final_congestion.png
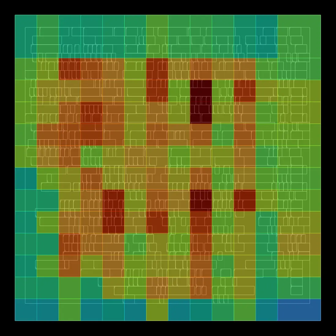
wire_density.png
Drawn at 4 px/um. The die is cut into 19 by 19 equal tiles; white is low, dark blue is high, scaled to the fullest tile. Values are wire area over tile area, all layers added.
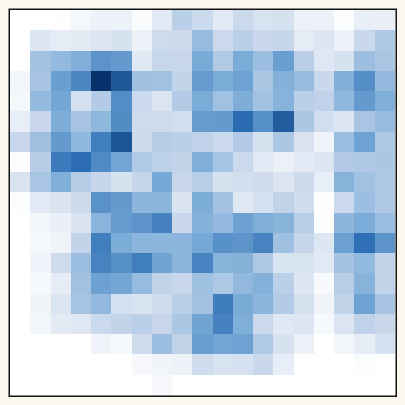
`config.mk`:
```
export PLATFORM = sky130hd
export DESIGN_NAME = lvds_frame_scheduler
export DESIGN_NICKNAME = d
export VERILOG_FILES = /design/src/rtl/lvds_frame_scheduler.sv
export SDC_FILE = /design/constraint.sdc
export NUM_CORES = 1
export LEC_CHECK = 0
export ABC_AREA = 1
export CORE_MARGIN = 3
export CORE_UTILIZATION = 52
export CTS_CLUSTER_DIAMETER = 120
export DETAILED_ROUTE_END_ITERATION = 10
export HOLD_SLACK_MARGIN = 0.08
export PLACE_DENSITY = 0.82
export SLEW_MARGIN = 20
export SYNTH_ARGS = -nofsm -noshare
export SYNTH_HDL_FRONTEND = slang
export SYNTH_SLANG_ARGS = --single-unit
```
`constraint.sdc`:
```
create_clock -name clk6x -period 3 [get_ports clk6x]
set_clock_uncertainty 0.15 [all_clocks]
set_input_delay 0.6 -clock clk6x [delete_from_list [all_inputs] [get_ports clk6x]]
set_output_delay 0.6 -clock clk6x [all_outputs]
set_load 0.01 [all_outputs]
```
`src/rtl/lvds_frame_scheduler.sv`:
```
// Raster timing and per-frame pixel-source scheduler for the LVDS dot clock.
// Stage 0 holds the raster position and RAM read port; stage 1 holds the timed outputs.
module lvds_frame_scheduler #(
  parameter int unsigned H_ACTIVE = 1365,
  parameter int unsigned H_BLANK  = 50,
  parameter int unsigned V_ACTIVE = 768,
  parameter int unsigned V_BLANK  = 12,
  parameter int unsigned IMG_W    = 101,
  parameter int unsigned IMG_H    = 101,
  parameter int unsigned ADDR_W   = 14
) (
  input  logic              clk6x,
  input  logic              rst_n,
  input  logic              mode_req_valid,
  input  logic              mode_req,
  output logic              mode_ack,
  output logic              mode,
  output logic              ram_rd_en,
  output logic [ADDR_W-1:0] ram_addr,
  input  logic [23:0]       ram_rdata,
  output logic              hsync,
  output logic              vsync,
  output logic              de,
  output logic [7:0]        red,
  output logic [7:0]        green,
  output logic [7:0]        blue,
  output logic              frame_start,
  output logic [15:0]       frame_cnt
);

  localparam int unsigned H_TOTAL = H_ACTIVE + H_BLANK + 1;
  localparam int unsigned V_TOTAL = V_ACTIVE + V_BLANK + 1;
  localparam int unsigned HW      = $clog2(H_TOTAL);
  localparam int unsigned VW      = $clog2(V_TOTAL);

  typedef struct packed {
    logic [7:0] r;
    logic [7:0] g;
    logic [7:0] b;
  } rgb_t;

  logic [HW-1:0] h, h_nxt;
  logic [VW-1:0] v, v_nxt;
  logic          last_h, last_v, last_pix, apply;
  logic          mode_s0, mode_nxt, win_nxt;
  logic          pending, req_mode, applied, started, sel_ram;
  logic          active, top, hsync_c, vsync_c;
  logic [2:0]    bar;
  rgb_t          pix, rgb_q;

  // Next raster position and the source that position will use.
  always_comb begin : next_pos
    last_h   = (h == HW'(H_TOTAL - 1));
    last_v   = (v == VW'(V_TOTAL - 1));
    last_pix = last_h && last_v;
    apply    = last_pix && pending;
    h_nxt    = last_h ? '0 : h + HW'(1);
    v_nxt    = v;
    if (last_h) v_nxt = last_v ? '0 : v + VW'(1);
    mode_nxt = apply ? req_mode : mode_s0;
    win_nxt  = mode_nxt && (32'(h_nxt) < IMG_W) && (32'(v_nxt) < IMG_H)
               && (32'(v_nxt) < V_ACTIVE);
  end

  // Timing and colour decode of the current stage-0 position.
  always_comb begin : decode
    active = (h < HW'(H_ACTIVE)) && (v < VW'(V_ACTIVE));
    top    = (h == '0) && (v == '0);
    bar    = 3'd7;
    for (int k = 7; k >= 0; k--) begin
      if (32'(h) < 32'((k + 1) * H_ACTIVE / 8)) bar = 3'(k);
    end
    pix = '0;
    if (active) begin
      if (mode_s0) pix = '{r: 8'hFF, g: 8'h00, b: 8'h00};
      else         pix = '{r: {8{bar[1]}}, g: {8{bar[2]}}, b: {8{bar[0]}}};
    end
    hsync_c = !((h > HW'(H_ACTIVE)) && (32'(h) < H_ACTIVE + H_BLANK / 2));
    vsync_c = !((v > VW'(V_ACTIVE)) && (32'(v) < V_ACTIVE + V_BLANK / 2));
  end

  // Window pixels are read in raster order, so the address simply counts up per read.
  always_ff @(posedge clk6x or negedge rst_n) begin : stage0
    if (!rst_n) begin
      h         <= '0;
      v         <= '0;
      mode_s0   <= 1'b0;
      pending   <= 1'b0;
      req_mode  <= 1'b0;
      applied   <= 1'b0;
      ram_rd_en <= 1'b0;
      ram_addr  <= '0;
    end else begin
      h         <= h_nxt;
      v         <= v_nxt;
      mode_s0   <= mode_nxt;
      applied   <= apply;
      if (apply) pending <= 1'b0;
      if (mode_req_valid) begin
        pending  <= 1'b1;
        req_mode <= mode_req;
      end
      ram_rd_en <= win_nxt;
      if (win_nxt) ram_addr <= last_pix ? '0 : ram_addr + ADDR_W'(1);
    end
  end

  always_ff @(posedge clk6x or negedge rst_n) begin : stage1
    if (!rst_n) begin
      de          <= 1'b0;
      hsync       <= 1'b1;
      vsync       <= 1'b1;
      rgb_q       <= '0;
      sel_ram     <= 1'b0;
      frame_start <= 1'b0;
      mode_ack    <= 1'b0;
      mode        <= 1'b0;
      started     <= 1'b0;
      frame_cnt   <= '0;
    end else begin
      de          <= active;
      hsync       <= hsync_c;
      vsync       <= vsync_c;
      rgb_q       <= pix;
      sel_ram     <= ram_rd_en;
      frame_start <= top;
      mode_ack    <= applied;
      mode        <= mode_s0;
      if (top) begin
        started <= 1'b1;
        if (started) frame_cnt <= frame_cnt + 16'd1;
      end
    end
  end

  // RAM data arrives one cycle after the read, exactly when its pixel is in stage 1.
  assign {red, green, blue} = sel_ram ? ram_rdata : rgb_q;

endmodule

```
==> flow_summary.yaml <==
# synthesis and place-and-route metrics
synthesis:
  simple_gate_share_pct: 39.2
  syn_avg_cell_area_um2: 7.61
  ys.flop_type: "dfrtp_1"
  synthTopLogicFamily: "simple AND/OR/NAND/NOR gates"
  yosys_warnings: 0
  fa_ha_area_share_pct: 2.06
  syn-num-nets: 593
  top_area_share_pct: 38.3
  ys_sh_aoi_pct: 4.83
  yosys.area.top_type: "dfrtp_1"
  ys_cells: 558
  netlist_area_um2: 4250
  top_cells_by_area: "dfrtp_1, nand2_1, inv_1, nand3_1, nor2_1"
  ys_types: 44
  ys_sh_xor_pct: 5.57
  mux_area_share_pct: 0.265
  edf_count: 0
  ys_seq_share_pct: 39.5
  synthArstFlopShare_pct: 100
  synthMostInstantiatedCell: "nand2_1"
  ys_top_cells_by_count: "nand2_1, inv_1, dfrtp_1"
  postSynthCellCount: 558
  yosys_area_um2: 4250
placed_design:
  place.gp.congestion: 0.895
  placed_area_um2: 5210
  dp_hpwl_mm: 7.78
  place_inst: 742
  port_buffers: 88
layout:
  utilization_pct: 69.9
  sh_seq_area_pct: 30.8
  stdcell_count: 759
  final.clkbuf_count: 11
  nNonClkBuffers: 92
  lay_top_count: "nand2_1"
  layout-drive-gt1-share_pct: 11.0
  comb_share_pct: 40.4
  inv_count: 76
  final-clk-cell-share_pct: 4.33
  layout.area.comb_um2: 2210
  finalNetCount: 687
  largest_class: "combinational gates"
  antenna_cells: 0
  nFillCells: 634
  flops: 67
  logic_gates: 406
  syn_to_final_growth_pct: 28.6
  regArea_um2: 1680
  area_share_nonclk_buffers_pct: 16.9
detailed_routing:
  met3WireLength_um: 820
  drc: 0
  routed_wl_mm: 10.2
  drt-pass1-iter-count: 5
  drt-initial-drc-count: 191
  vias: 4013
  routed.top_layer: "met4"
  drt-met1-wl_mm: 4.29
run:
  warnings: 29
  maxCapViolations: 0
power:
  p_seq_share_pct: 49.4
  combPwrFrac_pct: 3.2
  max-vdd-ir-drop_uv: 249
  p_comb_mw: 0.0583
  power_density_nw_per_um2: 336
  power.internal_mw: 1.46
  p_sw_mw: 0.378
  pg_seq_mw: 0.905
  top_power_group: "registers"
  fin_total_pwr_mw: 1.83
  p_leak_nw: 2.72
sta:
  holdWs_ns: 0.204
  fin_ws_ns: 0.501
  finalHoldViolCount: 0
  slew_viol_final: 0
  rsz0062_at_grt: "no"
  setup_viol: 0
  relSlewSlack_pct: 67.5
  max_freq_ghz: 0.400
  fin_crit_sh_pct: 83.3
  setup_tns_ns: 0
  tightest_slew_ns: 0.484
global_route:
  grt_util_met1_pct: 29.7
  grt_max_degree: 35
  grt_pass1_vias: 3748
  antenna_found_initial: 0
  use_met2_pct: 39.0
  grt_overflow: 0
die:
  die_h_um: 96.4
  dieArea_um2: 9290
  ios: 89
  rows: 32
  core_area_um2: 7810
  fp.dieW_um: 96.4
  tap_cells: 102
  fp_util_pct: 54.4
setup_path:
  crit_required_ns: 3.09
  cp.arrival_ns: 2.58
  end_kind: "flop"
  critPathKind: "flop to flop"
  cp-start-kind: "flop"
  worstReg2RegStart: "h[1]"
  crit_path_start: "h[1]"
  cp_max_fo: 15
clocking:
  cts_tree: "yes"
  cts.repair.resized: 0
  cts_max_level: 3
  clk_pin_slew_worst_paths_ns: 0.07
  post_cts_buffers: 0
  cts_buffer_depth: 2
  clock_latency_ns: 0.34
  root_buffer: "clkbuf_8"
  cts_sinks: 67
  hold_buffers: 1
worst_hold_path:
  min_from: "applied"
  hp-class: "flop to flop"
run_status:
  outcome: "complete, no violations"
About final_congestion.png:
DR WL/cell: 13.4 um
gr usage total: 23.1%
Most Crowded Layer GR: met2
GR Layer Usage met3: 4.18%

About wire_density.png:
The mean over all tiles is 0.18. 14% of the tiles are nearly empty. The densest ninth of the die: center. The fullest tile reaches 0.64. The emptiest ninth of the die: south-west. 16% of the tiles are over half the peak.

critical path, stage by stage, from the launching register on:
cell	delay [ns]
dfrtp_1	0.42
ha_1	0.30
nand2_2	0.09
nor2_4	0.21
nand2_4	0.09
nor2_8	0.12
nand3_1	0.10
o21ai_2	0.14
nor2_1	0.06
nand2_2	0.28
nand3_4	0.24
nand2_1	0.12
nand2_1	0.06
final timing paths:
check,endpoint,slack (ns),cells past startpoint
worst min register to register,mode_ack,0.20,0
max in group asynchronous,vsync,1.46,3
min in group asynchronous,frame_cnt[3],0.59,2
worst max-delay path,ram_addr[12],0.50,12
worst min-delay path,mode_ack,0.20,0
worst max register to register,ram_addr[12],0.50,12
registers in the layout, summed over array words and instances (netlist names), 3 cells and up:
register,cells
v,10
rgb_q,3
ram_addr,14
h,11
frame_cnt,16
Power figures rest on the tool's default switching activity, not on a simulated workload.
